<file path="config.mk">
export PLATFORM = sky130hd
export DESIGN_NAME = alu_muldiv_unit
export DESIGN_NICKNAME = d
export VERILOG_FILES = /design/src/rtl/alu_pkg.sv /design/src/rtl/muldiv_datapath.sv /design/src/rtl/alu_muldiv_unit.sv
export SDC_FILE = /design/constraint.sdc
export NUM_CORES = 1
export LEC_CHECK = 0
export CAP_MARGIN = 10
export CORE_MARGIN = 2
export CORE_UTILIZATION = 40
export CTS_CLUSTER_SIZE = 8
export DETAILED_ROUTE_END_ITERATION = 10
export GPL_ROUTABILITY_DRIVEN = 0
export SLEW_MARGIN = 20
export SYNTH_ARGS = -nofsm -noshare
export SYNTH_HDL_FRONTEND = slang
export SYNTH_HIERARCHICAL = 1
export SYNTH_SLANG_ARGS = --single-unit
</file>
<file path="constraint.sdc">
create_clock -name clk -period 3.5 [get_ports clk]
set_clock_uncertainty 0.05 [all_clocks]
set_input_delay 0.7 -clock clk [delete_from_list [all_inputs] [get_ports clk]]
set_output_delay 0.7 -clock clk [all_outputs]
set_load 0.1 [all_outputs]
</file>
<file path="src/rtl/alu_pkg.sv">
// Shared ALU definitions: opcodes, multiply/divide FSM encoding and the default operand width.
package alu_pkg;

  localparam int ALU_WIDTH = 8;

  localparam logic [2:0] OP_ADD = 3'b000;
  localparam logic [2:0] OP_SUB = 3'b001;
  localparam logic [2:0] OP_AND = 3'b010;
  localparam logic [2:0] OP_OR  = 3'b011;
  localparam logic [2:0] OP_MUL = 3'b100;
  localparam logic [2:0] OP_DIV = 3'b101;
  localparam logic [2:0] OP_XOR = 3'b110;

  typedef enum logic [1:0] {
    ST_IDLE,
    ST_MUL,
    ST_DIV,
    ST_FINISH
  } state_e;

  // Which result set FINISH has to commit.
  typedef enum logic [1:0] {
    OPK_MUL,
    OPK_DIV,
    OPK_DIV0
  } op_kind_e;

endpackage

</file>
<file path="src/rtl/muldiv_datapath.sv">
// Shared shift-add multiply / restoring divide datapath: accumulator, adder/subtractor,
// shifters and iteration counter. One iteration per cycle while step is high.
module muldiv_datapath #(
  parameter int WIDTH = 8
) (
  input  logic               clk,
  input  logic               reset_n,
  input  logic               load,
  input  logic               load_div,
  input  logic               step,
  input  logic [WIDTH-1:0]   op_a,
  input  logic [WIDTH-1:0]   op_b,
  output logic               last_iter,
  output logic [2*WIDTH-1:0] mul_result,
  output logic [WIDTH-1:0]   div_quo,
  output logic [WIDTH-1:0]   div_rem
);

  localparam int CW = $clog2(WIDTH + 1);

  // Upper WIDTH+1 bits hold the partial product (with carry) or the remainder;
  // the lower WIDTH bits hold the multiplier being consumed or the quotient being built.
  logic [2*WIDTH:0] acc_q, acc_d;
  logic [WIDTH-1:0] opnd_q, opnd_d;
  logic             div_q, div_d;
  logic [CW-1:0]    count_q, count_d;

  logic [WIDTH:0]   upper_sum;
  logic [WIDTH:0]   trial;
  logic [2*WIDTH:0] shifted;

  // NOTE: every always_comb output is given its hold value first so no path infers a latch.
  always_comb begin
    acc_d     = acc_q;
    opnd_d    = opnd_q;
    div_d     = div_q;
    count_d   = count_q;
    upper_sum = acc_q[2*WIDTH:WIDTH] + {1'b0, opnd_q};
    shifted   = {acc_q[2*WIDTH-1:0], 1'b0};
    trial     = shifted[2*WIDTH:WIDTH] - {1'b0, opnd_q};
    if (load) begin
      div_d   = load_div;
      count_d = CW'(WIDTH);
      opnd_d  = load_div ? op_b : op_a;
      acc_d   = {{(WIDTH+1){1'b0}}, (load_div ? op_a : op_b)};
    end else if (step) begin
      count_d = count_q - CW'(1);
      if (div_q) begin
        // A borrow out of the trial subtract means the divisor did not fit: restore.
        acc_d = trial[WIDTH] ? shifted : {trial, shifted[WIDTH-1:1], 1'b1};
      end else begin
        acc_d = acc_q[0] ? {1'b0, upper_sum, acc_q[WIDTH-1:1]} : {1'b0, acc_q[2*WIDTH:1]};
      end
    end
  end

  // NOTE: sequential state uses non-blocking assignments so all flops update from pre-edge values.
  always_ff @(posedge clk or negedge reset_n) begin
    if (!reset_n) begin
      acc_q   <= '0;
      opnd_q  <= '0;
      div_q   <= 1'b0;
      count_q <= '0;
    end else begin
      acc_q   <= acc_d;
      opnd_q  <= opnd_d;
      div_q   <= div_d;
      count_q <= count_d;
    end
  end

  assign last_iter  = (count_q == CW'(1));
  assign mul_result = acc_q[2*WIDTH-1:0];
  assign div_quo    = acc_q[WIDTH-1:0];
  assign div_rem    = acc_q[2*WIDTH-1:WIDTH];

endmodule

</file>
<file path="src/rtl/alu_muldiv_unit.sv">
// Iterative multiply/divide responder: FSM, start/done handshake, result and flag registers.
// Define MULDIV_SIGNED_EN for two's-complement operands; default build is unsigned.
module alu_muldiv_unit
  import alu_pkg::*;
#(
  parameter int WIDTH = ALU_WIDTH
) (
  input  logic               clk,
  input  logic               reset_n,
  input  logic               start_mul,
  input  logic               start_div,
  input  logic [WIDTH-1:0]   a,
  input  logic [WIDTH-1:0]   b,
  output logic [2*WIDTH-1:0] product,
  output logic [WIDTH-1:0]   quotient,
  output logic [WIDTH-1:0]   remainder,
  output logic               div_by_zero,
  output logic               busy,
  output logic               mul_done,
  output logic               div_done
);

  state_e             state_q, state_d;
  op_kind_e           kind_q, kind_d;
  logic [WIDTH-1:0]   a_q, a_d;
  logic [2*WIDTH-1:0] product_q, product_d;
  logic [WIDTH-1:0]   quotient_q, quotient_d;
  logic [WIDTH-1:0]   remainder_q, remainder_d;
  logic               dbz_q, dbz_d;
  logic               mul_done_q, mul_done_d;
  logic               div_done_q, div_done_d;

  logic               accept, dp_load, dp_load_div, dp_step, dp_last;
  logic [WIDTH-1:0]   a_mag, b_mag;
  logic [2*WIDTH-1:0] dp_product, mul_res;
  logic [WIDTH-1:0]   dp_quo, dp_rem, quo_res, rem_res;

  assign accept = (state_q == ST_IDLE) && (start_mul || start_div);

`ifdef MULDIV_SIGNED_EN
  logic sign_a_q, sign_a_d, sign_b_q, sign_b_d;

  always_comb begin
    sign_a_d = sign_a_q;
    sign_b_d = sign_b_q;
    if (accept) begin
      sign_a_d = a[WIDTH-1];
      sign_b_d = b[WIDTH-1];
    end
  end

  always_ff @(posedge clk or negedge reset_n) begin
    if (!reset_n) begin
      sign_a_q <= 1'b0;
      sign_b_q <= 1'b0;
    end else begin
      sign_a_q <= sign_a_d;
      sign_b_q <= sign_b_d;
    end
  end

  // Magnitude of the most-negative value wraps to itself, which is its correct unsigned magnitude.
  assign a_mag   = a[WIDTH-1] ? -a : a;
  assign b_mag   = b[WIDTH-1] ? -b : b;
  assign mul_res = (sign_a_q ^ sign_b_q) ? -dp_product : dp_product;
  assign quo_res = (sign_a_q ^ sign_b_q) ? -dp_quo : dp_quo;
  assign rem_res = sign_a_q ? -dp_rem : dp_rem;
`else
  assign a_mag   = a;
  assign b_mag   = b;
  assign mul_res = dp_product;
  assign quo_res = dp_quo;
  assign rem_res = dp_rem;
`endif

  muldiv_datapath #(.WIDTH(WIDTH)) u_datapath (
    .clk        (clk),
    .reset_n    (reset_n),
    .load       (dp_load),
    .load_div   (dp_load_div),
    .step       (dp_step),
    .op_a       (a_mag),
    .op_b       (b_mag),
    .last_iter  (dp_last),
    .mul_result (dp_product),
    .div_quo    (dp_quo),
    .div_rem    (dp_rem)
  );

  always_comb begin
    state_d     = state_q;
    kind_d      = kind_q;
    a_d         = a_q;
    product_d   = product_q;
    quotient_d  = quotient_q;
    remainder_d = remainder_q;
    dbz_d       = dbz_q;
    mul_done_d  = 1'b0;
    div_done_d  = 1'b0;
    dp_load     = 1'b0;
    dp_load_div = 1'b0;
    dp_step     = 1'b0;
    unique case (state_q)
      ST_IDLE: begin
        // Multiply wins when both requests arrive together.
        if (start_mul) begin
          dp_load = 1'b1;
          kind_d  = OPK_MUL;
          a_d     = a;
          state_d = ST_MUL;
        end else if (start_div) begin
          a_d = a;
          if (b == '0) begin
            kind_d  = OPK_DIV0;
            state_d = ST_FINISH;
          end else begin
            dp_load     = 1'b1;
            dp_load_div = 1'b1;
            kind_d      = OPK_DIV;
            state_d     = ST_DIV;
          end
        end
      end
      ST_MUL, ST_DIV: begin
        dp_step = 1'b1;
        if (dp_last) state_d = ST_FINISH;
      end
      ST_FINISH: begin
        state_d = ST_IDLE;
        unique case (kind_q)
          OPK_MUL: begin
            product_d  = mul_res;
            mul_done_d = 1'b1;
          end
          OPK_DIV: begin
            quotient_d  = quo_res;
            remainder_d = rem_res;
            dbz_d       = 1'b0;
            div_done_d  = 1'b1;
          end
          default: begin
            quotient_d  = '1;
            remainder_d = a_q;
            dbz_d       = 1'b1;
            div_done_d  = 1'b1;
          end
        endcase
      end
      default: state_d = ST_IDLE;
    endcase
  end

  // NOTE: every flop, result registers included, is asynchronously reset so an abort leaves no stale output.
  always_ff @(posedge clk or negedge reset_n) begin
    if (!reset_n) begin
      state_q     <= ST_IDLE;
      kind_q      <= OPK_MUL;
      a_q         <= '0;
      product_q   <= '0;
      quotient_q  <= '0;
      remainder_q <= '0;
      dbz_q       <= 1'b0;
      mul_done_q  <= 1'b0;
      div_done_q  <= 1'b0;
    end else begin
      state_q     <= state_d;
      kind_q      <= kind_d;
      a_q         <= a_d;
      product_q   <= product_d;
      quotient_q  <= quotient_d;
      remainder_q <= remainder_d;
      dbz_q       <= dbz_d;
      mul_done_q  <= mul_done_d;
      div_done_q  <= div_done_d;
    end
  end

  assign product     = product_q;
  assign quotient    = quotient_q;
  assign remainder   = remainder_q;
  assign div_by_zero = dbz_q;
  assign busy        = (state_q != ST_IDLE);
  assign mul_done    = mul_done_q;
  assign div_done    = div_done_q;

endmodule

</file>
==> reports/writeup.txt, run 1 <==
The run finished with clean final reports. The clock network latency to the later pin of the worst-skew pair is 340 ps. The number of register bits inferred by synthesis came out at 77. Post-synth the commonest register cell is sky130_fd_sc_hd__dfrtp_1. Once the clock tree was built, the setup fixing pass inserted 0 buffers. After detailed routing, the average wire length per cell comes to 18.69 um.

With the reg-to-reg setup timing slack at 310 ps, the first-pass GRT wire length is 19.56 mm. The run gives 12670 sq um for the area of the die. STA classifies the critical path endpoint as a flop.

The global route stage reports its total congestion overflow as 0. The final layout contains 554 nets. The detail-routed via count per cell is 5.708. The tools report the clock net sink count as 77.

Sorting the synthesis cell report by count puts at the top sky130_fd_sc_hd__dfrtp_1. The fraction of layout cells with a size suffix above 1 came out at 0.1476. The number of different library cells used by synthesis comes to 55. The cell family with the largest share of critical-path delay was AND-OR/OR-AND gates. Type of the worst setup path: reg2reg.

The capture point of the worst register-to-register path is recorded as u_datapath/acc_q[14]. The count of standard-cell rows is 39. According to the I/O placement log, the pin count is 56. The area growth from synthesis to layout is 15.58%. The library cells used most frequently in the layout, excluding fill and tap cells, are 76 x sky130_fd_sc_hd__dfrtp_1, 46 x sky130_fd_sc_hd__a21oi_1, 45 x sky130_fd_sc_hd__nor2_1.

The buffering stage count on the worst path with inverters included was 1. With the clock period minus worst slack at 3187 ps, the cell count in the Yosys report is 489. The run gives 3 as the maximum level of the CTS H-tree. The number of buffers created by CTS was 9.

The global router's overall resource usage is 0.1997. The initial antenna violation count came out at 0. Post-synthesis sequential area ratio: 0.4087. Per the timing report, the most critical flop-to-flop path originates at u_datapath/acc_q[10].

Note, the detailed placer reported a final HPWL of 8.641 mm. Post-synthesis area per instance: 9.641 sq um. The largest fanout of any net on the critical path came out at 10.

The clock input transition at the sequential cells of the worst setup and hold paths was 60 ps; the share of the core filled with cells in the final layout was 0.4752. The final max-slew violation count is 0, and the fraction of registers with async set/reset is 1.000. The root buffer cell chosen for the clock tree is sky130_fd_sc_hd__clkbuf_16. For this run, the top clock speed supported by timing is 313.8 MHz.

The floorplan step set the die width to 112.6 um. STA classifies the critical path startpoint as a flop. The synthesis run shows the most used standard cells to be 77 x sky130_fd_sc_hd__dfrtp_1, 47 x sky130_fd_sc_hd__a21oi_1, 46 x sky130_fd_sc_hd__nor2_1. The synthesized design contains 0 enable-type register cells. The synthesized netlist occupies a cell area of 4715 sq um.

The worst slack on hold paths came out at 344.0 ps. Maximum count of clock buffers along a single path: 2. In this run the maximum-capacitance check reported violations numbering 0. The die is 112.6 um tall. Counting stages on the worst path, the most repeated cell is sky130_fd_sc_hd__o21a_1. The detailed router placed 3756 vias in this run. For the first-pass detailed-route iteration total, the log shows 5. Final routed DRC violation total: 0.

Of all cell types, the one taking the most synthesized area is sky130_fd_sc_hd__dfrtp_1. Walking the critical path from launch to capture passes 14 cell instances. In this design, the stage delay of the slowest critical-path cell is 480 ps.

The logs give a warning total of 29. The synthesized instance count is 489. The cell with the largest stage delay on the worst path is sky130_fd_sc_hd__dfrtp_1. The portion of the clock cycle consumed by the worst path in the final layout works out to 0.9106. Setup repair after global routing left no endpoint under its margin. The area of the core region is 11470 sq um, and the yosys warning tally is 6.

Worst path required time: 3710 ps. The number of cells on the worst reg-to-reg path is 14. TritonCTS built the clock tree.

Final tally of hold violations: 0. Looking at the max-slew report, the worst-margin pin has a slew of 1048 ps. In this run the critical path is formed by ha_1, o21a_1, o31a_1, o21a_1, o21a_1, o21ai_0, nand2b_1, ha_2, inv_1, nand2_1, o221ai_1, a21oi_1, a21boi_0, a41oi_1.
-- run 1: through the flow --
stage                     cell area (sq um)  worst slack (ps)  cells
final                                  5449             312.8    658
after global routing                   5449             29.14    658
after CTS                              5441             286.7    658
after detailed placement               5140             313.7    642
after global placement                 5140             413.4    642
after floorplan                        4715             457.9    489
-- run 1: how the worst max path moves through the flow --
stage,start,to,slack (ps)
after floorplan,u_datapath/acc_q[9],u_datapath/acc_q[14],460
after global placement,u_datapath/acc_q[8],u_datapath/acc_q[14],410
after detailed placement,u_datapath/acc_q[8],u_datapath/acc_q[14],310
after CTS,u_datapath/acc_q[8],u_datapath/acc_q[14],290
after global routing,u_datapath/opnd_q[2],u_datapath/acc_q[14],30
final,u_datapath/acc_q[10],u_datapath/acc_q[14],310
-- run 1: registers in the layout, summed over array words and instances (netlist names) --
name and cells:
u_datapath/opnd_q 8, product 16, remainder 8, state_q 2, quotient 8, mul_done 1, u_datapath/count_q 4, div_done 1
a_q 8, u_datapath/div_q 1, kind_q 2, u_datapath/acc_q 17, div_by_zero 1
-- run 1: cell type report --
type                    instances  area, sq um
repair buffers                 66        579.3
inverters                      26        97.59
multi-input cells             330         2364
clock inverters                 5        58.81
clock buffers                  11        242.7
well taps                     143        178.9
flip-flops and latches         77         1928
fillers                      1078         6018
-- run 1: per-layer routing --
layer / GRT usage / routed length, um / vias to the layer above
met5: 0 / 0 / -
met4: 0.07642 / 274 / 0
met3: 0.03564 / 587 / 20
met2: 0.3038 / 5560 / 112
met1: 0.2842 / 5871 / 1853
li1: - / - / 1771
-- run 1: cell families (layout without fill, tap and decap cells) --
family          count (synthesis)  count (layout)  synth area share
buf+inv                        82             108           0.09342
xor+xnor                        7               7           0.01300
compound gates                137             137            0.1807
fa+ha+maj                      24              24           0.06688
mux                            53              53            0.1194
flops                          77              77            0.4087
simple gates                  109             109            0.1178
-- run 1: what timing repair did --
action                                  in CTS  in global routing
endpoints found under the hold margin        0                  0
hold buffers                                 0                  0
endpoints found under the setup margin       0                  1
resized                                      0                  2
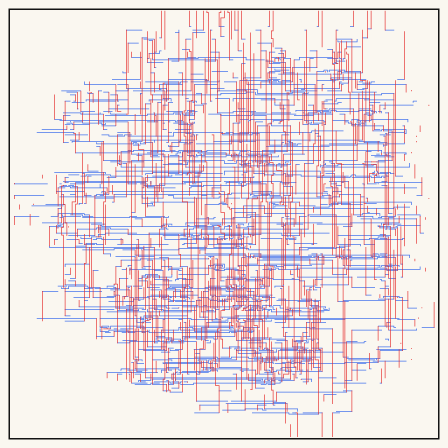
(run_1/layers.png)
Two of the layers only.
Key: M1 = blue [wire length 5870 um]; M2 = red [wire length 5560 um]

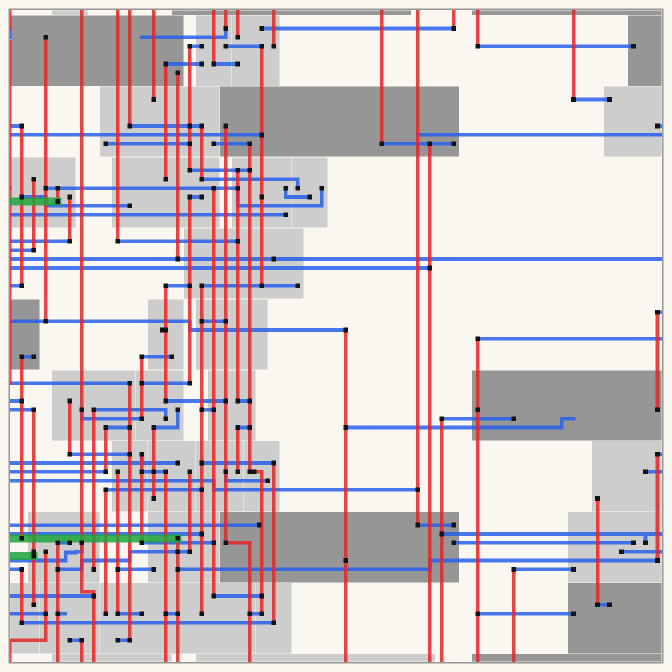
(run_1/closeup.png)
Region (72, 16) to (97, 41) um. Cells in grey, sequential cells in the stronger grey; small squares are vias.
Key: M1 = blue; M2 = red; M3 = green
Most frequent: a21oi_1 (4), dfrtp_1 (4). Netlist names of flops here include `u_datapath/acc_q` (3), `mul_done` (1). 29 logic cells have their middle in the window. Sequential cells in the window: 4.

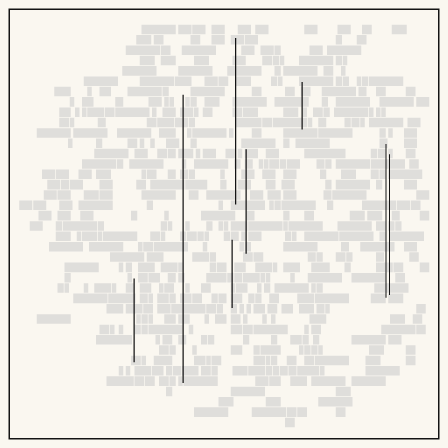
(run_1/m4.png)
Cells faint in the background.
The longest straight run is 75.5 um. The layer holds 2.2% of the routed length.

==> run 2, diff against run 1 <==
--- a/config.mk
+++ b/config.mk
@@ -11,6 +11,7 @@
 export CTS_CLUSTER_SIZE = 8
 export DETAILED_ROUTE_END_ITERATION = 10
 export GPL_ROUTABILITY_DRIVEN = 0
+export PLACE_DENSITY = 0.72
 export SLEW_MARGIN = 20
 export SYNTH_ARGS = -nofsm -noshare
 export SYNTH_HDL_FRONTEND = slang
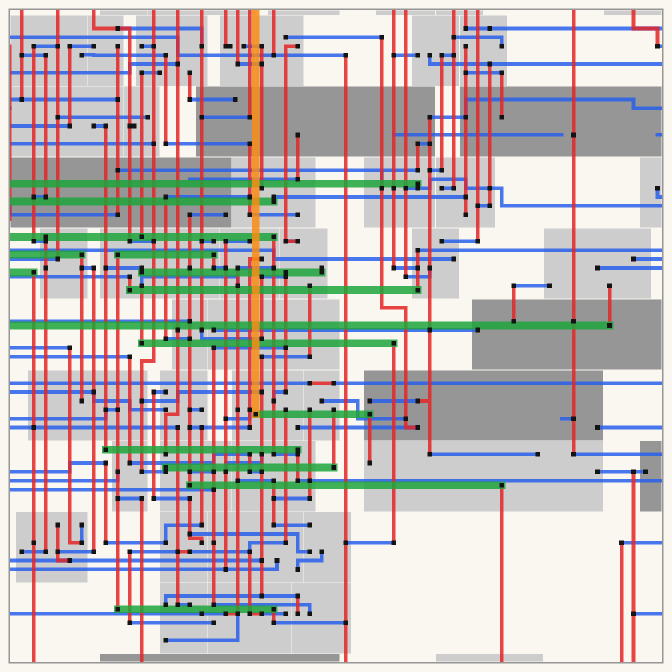
(run_2/closeup.png)
Region (72, 16) to (97, 41) um. Cells in grey, sequential cells in the stronger grey; small squares are vias.
Key: M4 = orange; M3 = green; M1 = blue; M2 = red
Most frequent: a21oi_1 (5), dfrtp_1 (5). 40 logic cells have their middle in the window. Sequential cells in the window: 5. Netlist names of flops here include `u_datapath/acc_q` (3).

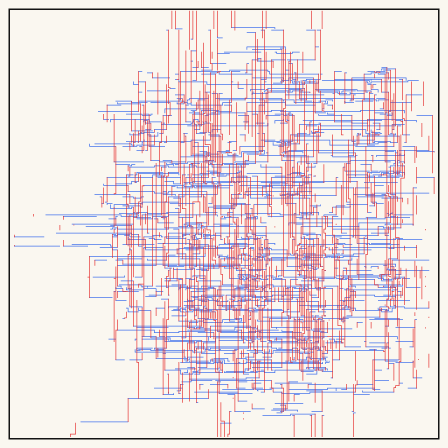
(run_2/layers.png)
Two of the layers only.
Key: M2 = red [wire length 5430 um]; M1 = blue [wire length 5300 um]

==> reports/writeup.txt, run 2 <==
The flow ran to the end, and the final reports show no timing, DRC or antenna violations. In the synthesized netlist, the cells that appear most often are 77 x sky130_fd_sc_hd__dfrtp_1, 47 x sky130_fd_sc_hd__a21oi_1, 46 x sky130_fd_sc_hd__nor2_1. Before antenna repair, the detailed router went through 5 iterations. The region available for standard cell placement spans 11470 sq um. With the number of nets in the final layout at 551, the mean routed wirelength per cell is 18.38 um. Final max-slew violation count: 0. After synthesis the netlist holds a flip-flop and latch count of 77. The root buffer cell is sky130_fd_sc_hd__clkbuf_16.

The detailed router reported a total wirelength of 12.04 mm. The wire-length estimate of the detail-placed layout is 8.470 mm. STA shows the worst reg2reg path with a cell count of 13. Summed over all layers, the global routing overflow is 0. In this run the worst setup path begins at u_datapath/acc_q[9]. The worst path in the final design needs a cycle of 3174 ps, including I/O delays and setup.

The initial antenna violation count is 0, and the clock net sink count is 77. The largest net degree at the start of global routing is 78. Synthesis produced 489 cells. For the area of the mapped netlist, the log shows 4715 sq um.

The die is 112.6 um wide. In the layout the commonest cells are 76 x sky130_fd_sc_hd__dfrtp_1, 46 x sky130_fd_sc_hd__a21oi_1, 45 x sky130_fd_sc_hd__nor2_1. With the worst path required time at 3710 ps, the vertical die size is 112.6 um. For reference, the clock transition at the flip-flops on the worst setup and hold paths is 60 ps.

The run gives 19.85 mm for the first-pass GRT wire length. Input and output buffers added on the ports amount to 55. The final tally of hold violations came out at 0.

The logs give 56 for the number of top-level pins and 39 for the count of standard-cell rows. Per the run report, area growth between synthesis and finish was 15.42%. The count of max-cap constraint violations is 0. For the share of the core filled with cells in the final layout, the log shows 0.4745.

The run gives 1.000 for the fraction of registers with async set/reset. The routed layout has 3796 vias. The run gives 29 for the count of tool warnings. The slew of the pin with the lowest slew margin was 1055 ps.

The run gives 0.1975 for the global router's overall resource usage. With the depth of the worst hold-timing path at 1, the achievable clock frequency is 315.0 MHz. The arrival time of data at the worst endpoint is listed as 3390 ps. TritonCTS built the clock tree.

The script parses the final routing iteration and logs DRC violations as 0. For reference, the most critical setup path is categorized as reg2reg. After synthesis, the design contains 489 cells according to Yosys. The run gives 0 for the number of buffers inserted by hold repair at cts. STA classifies the critical path endpoint as a flop.

Counting the buffers created by CTS gives 9. The count of unique library cells instantiated by Yosys is 55, and the portion of synthesized cell area occupied by the leading cell type is 0.4087. The portion of the clock cycle consumed by the worst path in the final layout works out to 0.9069. Endpoints with negative setup slack in the final report add up to 0. The flip-flop count of the largest register, all copies and words added was 17; the fraction of layout cells with a size suffix above 1 was 0.1350.

Averaged over all synthesized cells, the footprint is 9.641 sq um. The area of the die came out at 12670 sq um. The tools report the fraction of the core area occupied by cells at floorplan as 0.4111. In the synthesized netlist the dominant register cell turns out to be sky130_fd_sc_hd__dfrtp_1. The tools report the post-synthesis sequential area ratio as 0.4087. The cell type that accounts for the most area after synthesis is sky130_fd_sc_hd__dfrtp_1.

The clock network latency to the later pin of the worst-skew pair was 330 ps. More flip-flops sit in one register than any other, and that register is u_datapath/acc_q. The count of flip-flops with a built-in enable after synthesis works out to 0.

Setup repair after global routing left no endpoint under its margin. The longest clock path from root to sink contains 2 buffers. The H-tree was split into 3 levels.

The synthesis report lists the Yosys warning total as 6. The most common cell in the synthesized netlist is sky130_fd_sc_hd__dfrtp_1. Looking at the reg2reg group, the worst path starts from u_datapath/acc_q[9]. The detail-routed via count per cell is 5.795. In this run the worst path has a maximum fanout of 10. STA classifies the critical path startpoint as a flop.
-- run 2: cell counts after synthesis --
No cell type changed its count.
-- run 2: through the flow --
step	hold slack (ps)	instances	worst slack [ps]	cell area, sq um
3_5_place_dp	428.9	639	254.2	5127
3_3_place_gp	414.7	639	332.8	5127
2_1_floorplan	354.4	489	457.9	4715
4_1_cts	442.5	654	212.7	5425
6_report	439.6	655	325.8	5441
5_1_grt	457.9	654	87.10	5439
-- run 2: repair_timing --
action,in CTS,in global routing
setup buffers,0,0
gates resized,0,3
setup endpoints to repair,0,3
-- run 2: metal layers --
layer / GRT usage / vias up / share of wire
met2: 0.2922 / 155 / 0.45
met5: 0 / - / 0
met1: 0.2717 / 1849 / 0.44
li1: - / 1764 / -
met4: 0.1024 / 0 / 0.040
met3: 0.04266 / 28 / 0.069
-- run 2: critical path: stages (launching register included) --
cell and delay (ps):
sky130_fd_sc_hd__dfrtp_1 460, sky130_fd_sc_hd__ha_1 380, sky130_fd_sc_hd__nor2b_1 160, sky130_fd_sc_hd__o31a_1 280, sky130_fd_sc_hd__o21a_1 210, sky130_fd_sc_hd__o21a_1 160, sky130_fd_sc_hd__o21ai_0 140, sky130_fd_sc_hd__nand2b_1 110
sky130_fd_sc_hd__ha_4 350, sky130_fd_sc_hd__inv_1 110, sky130_fd_sc_hd__a211oi_1 240, sky130_fd_sc_hd__o21ai_0 180, sky130_fd_sc_hd__a2bb2oi_1 160, sky130_fd_sc_hd__nor2_1 120
-- run 2: area by class of cell --
type | count | area [sq um]
Tap cell | 143 | 178.9
Clock buffer | 10 | 239.0
Antenna cell | 1 | 2.502
Inverter | 26 | 97.59
Timing Repair Buffer | 63 | 563.0
Sequential cell | 77 | 1928
Multi-Input combinational cell | 330 | 2374
Fill cell | 1065 | 6026
Clock inverter | 5 | 58.81
-- run 2: final timing paths --
check / endpoint / slack (ps)
max: u_datapath/acc_q[12] / 330
min: product[8] / 440
max reg2reg: u_datapath/acc_q[12] / 330
min reg2reg: product[8] / 440
max in group asynchronous: u_datapath/opnd_q[4] / 2280
min in group asynchronous: product[9] / 450
-- run 2: kinds of logic after synthesis --
| family | Yosys count | synth area share |
|---|---|---|
| flip-flops | 77 | 0.4087 |
| multiplexers | 53 | 0.1194 |
| adder cells (fa/ha/maj) | 24 | 0.06688 |
| buffers and inverters | 82 | 0.09342 |
| AND/OR/NAND/NOR | 109 | 0.1178 |
| AND-OR/OR-AND | 137 | 0.1807 |
| XOR/XNOR | 7 | 0.01300 |
==> run 3, diff against run 2 <==
--- a/config.mk
+++ b/config.mk
@@ -5,6 +5,7 @@
 export SDC_FILE = /design/constraint.sdc
 export NUM_CORES = 1
 export LEC_CHECK = 0
+export ABC_CLOCK_PERIOD_IN_PS = 3500
 export CAP_MARGIN = 10
 export CORE_MARGIN = 2
 export CORE_UTILIZATION = 40
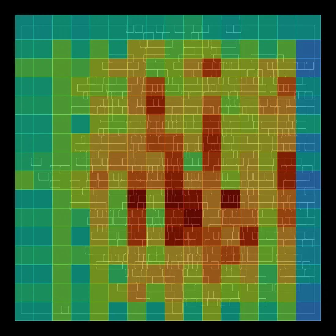
(run_3/congestion_map.png)
fin util: 0.4745
met2 usage in global routing: 0.2922
Tot GR Track Use: 0.1975
grt peak-use layer: met2
met3 track demand over resource: 0.04266

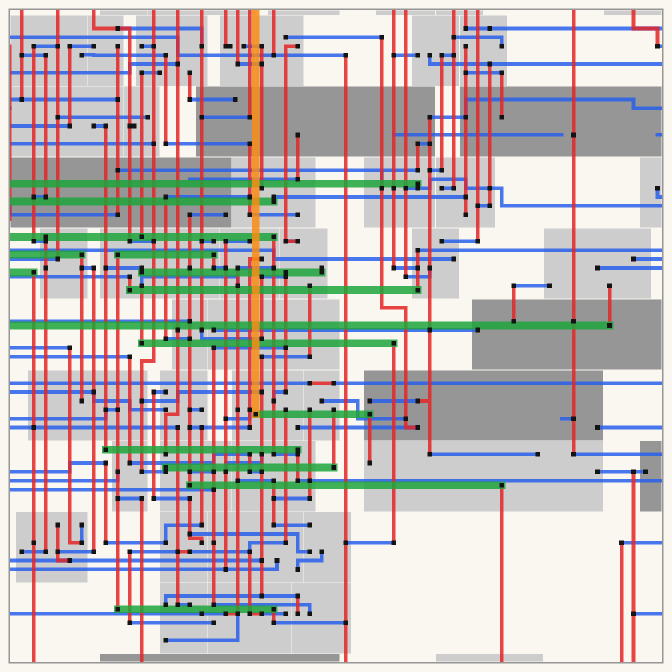
(run_3/closeup.png)
Region (72, 16) to (97, 41) um. Cells in grey, sequential cells in the stronger grey; small squares are vias.
Key: M1 = blue; M3 = green; M2 = red; M4 = orange
Most frequent: a21oi_1 (5), dfrtp_1 (5). Sequential cells in the window: 5. 40 logic cells have their middle in the window. Netlist names of flops here include `u_datapath/acc_q` (3).

==> reports/writeup.txt, run 3 <==
The flow ran to the end, and the final reports show no timing, DRC or antenna violations. The worst setup path is of the reg2reg kind. The worst path required time came out at 3710 ps. The script logs the mean routed wire length per placed instance as 18.38 um. The number of port buffers came out at 55. With the reg-to-reg setup timing slack at 330 ps, the final routed DRC violation total is 0. The run gives 19.85 mm for the first-pass GRT wire length. Number of nets in the final layout: 551. Using the TritonRoute via totals, the vias-per-cell ratio works out to 5.795. Once placement completed, the tool counted placed cells totaling 639. Per the timing report, the most critical flop-to-flop path finishes at u_datapath/acc_q[12].

The chip width works out to 112.6 um. The tools report the critical path endpoint as u_datapath/acc_q[12]. The initial antenna violation count is 0. The tools report the launching instance or port of the critical path as u_datapath/acc_q[9]. The data arrival time reported for the critical path is 3390 ps. Entering global routing, the biggest net connects 78 pins. Per the OpenROAD floorplan log, the height of the die is 112.6 um. On the final layout, the worst hold slack is 439.6 ps. Yosys mapped a number of flops with a built-in enable equal to 0. The tool warning count for the run is 29. The register with the most flip-flops in the layout has 17 of them. After clock tree synthesis, the flow added hold-fix buffers numbering 0.

The fraction of layout cells with a size suffix above 1 came out at 0.1350. Register bank with the most flops: u_datapath/acc_q. The wire-length estimate of the detail-placed layout is 8.470 mm.

The critical path capture point type is a flop. The final route contains 3796 vias. Number of cells on the worst reg-to-reg path: 13.

The number of top-level pins was 56; the total detailed-routing wirelength was 12.04 mm. After technology mapping, the gate count stands at 489. The final max-slew violation count was 0. The largest total area in the synthesized netlist belongs to sky130_fd_sc_hd__dfrtp_1. The area of the mapped netlist was 4715 sq um; the area growth from synthesis to layout was 15.42%.

The run gives 2 as the maximum count of clock buffers along a single path. Setup repair after global routing left no endpoint under its margin. The post-CTS resize count was 0; the post-synthesis area per instance was 9.641 sq um. The area of the core region came out at 11470 sq um. Ranking logic cells in the layout by count gives the top entries 76 x sky130_fd_sc_hd__dfrtp_1, 46 x sky130_fd_sc_hd__a21oi_1, 45 x sky130_fd_sc_hd__nor2_1. The synthesis run shows the most used standard cells to be 77 x sky130_fd_sc_hd__dfrtp_1, 47 x sky130_fd_sc_hd__a21oi_1, 46 x sky130_fd_sc_hd__nor2_1. After synthesis the netlist holds a flip-flop and latch count of 77. For this run, the top clock speed supported by timing is 315.0 MHz. In this run the clock root is driven by a sky130_fd_sc_hd__clkbuf_16. In this run the post-CTS setup repair buffer count came out at 0. The tools report the aggregate global routing overflow as 0. The most common flop cell mapped by yosys is sky130_fd_sc_hd__dfrtp_1. The first-pass detailed-route iteration total is 5. The final cell count without fillers was 655.

With the largest fanout of any net on the critical path at 10, the fraction of registers with async set/reset is 1.000. The tools report the count of unique library cells instantiated by Yosys as 55. The tools report the maximum level of the CTS H-tree as 3.
-- run 3: cell counts after synthesis --
Identical to the previous run, type by type.
-- run 3: worst max-delay path, cell delays in order (launching register included) --
cell and delay [ps]:
sky130_fd_sc_hd__dfrtp_1 460, sky130_fd_sc_hd__ha_1 380, sky130_fd_sc_hd__nor2b_1 160, sky130_fd_sc_hd__o31a_1 280, sky130_fd_sc_hd__o21a_1 210, sky130_fd_sc_hd__o21a_1 160, sky130_fd_sc_hd__o21ai_0 140, sky130_fd_sc_hd__nand2b_1 110
sky130_fd_sc_hd__ha_4 350, sky130_fd_sc_hd__inv_1 110, sky130_fd_sc_hd__a211oi_1 240, sky130_fd_sc_hd__o21ai_0 180, sky130_fd_sc_hd__a2bb2oi_1 160, sky130_fd_sc_hd__nor2_1 120
-- run 3: cell type report --
class                           count  area (sq um)  area share
Antenna cell                        1         2.502   0.0004599
Sequential cell                    77          1928      0.3543
Timing Repair Buffer               63         563.0      0.1035
Clock inverter                      5         58.81     0.01081
Inverter                           26         97.59     0.01794
Clock buffer                       10         239.0     0.04392
Tap cell                          143         178.9     0.03288
Multi-Input combinational cell    330          2374      0.4362
-- run 3: worst min-delay path by stage --
stage                           start     endpoint  slack [ps]  depth (start not counted)
after floorplan               reset_n       a_q[0]         350                          0
after global placement    div_by_zero  div_by_zero         410                          2
after detailed placement  product[10]  product[10]         430                          1
after CTS                 product[10]  product[10]         440                          1
after global routing       product[7]   product[7]         460                          1
final                      product[8]   product[8]         440                          1
-- run 3: layer usage --
layer  track usage  vias up  wire [um]
met1        0.2717     1849       5295
li1              -     1764          -
met3       0.04266       28        827
met2        0.2922      155       5433
met4        0.1024        0        483
met5             0        -          0
-- run 3: cell families (layout without fill, tap and decap cells) --
group,Yosys count,count (layout),synth area share
other,0,1,0
muxes,53,53,0.1194
AOI/OAI and AO/OA,137,137,0.1807
adders and majority gates,24,24,0.06688
xor gates and xnor gates,7,7,0.01300
DFF,77,77,0.4087
buffers and inverters,82,104,0.09342
and+or+nand+nor,109,109,0.1178
-- run 3: through the flow --
step	worst slack [ps]	instance area [sq um]
global placement	332.8	5127
CTS	212.7	5425
floorplan	457.9	4715
finish	325.8	5441
detailed placement	254.2	5127
global route	87.10	5439
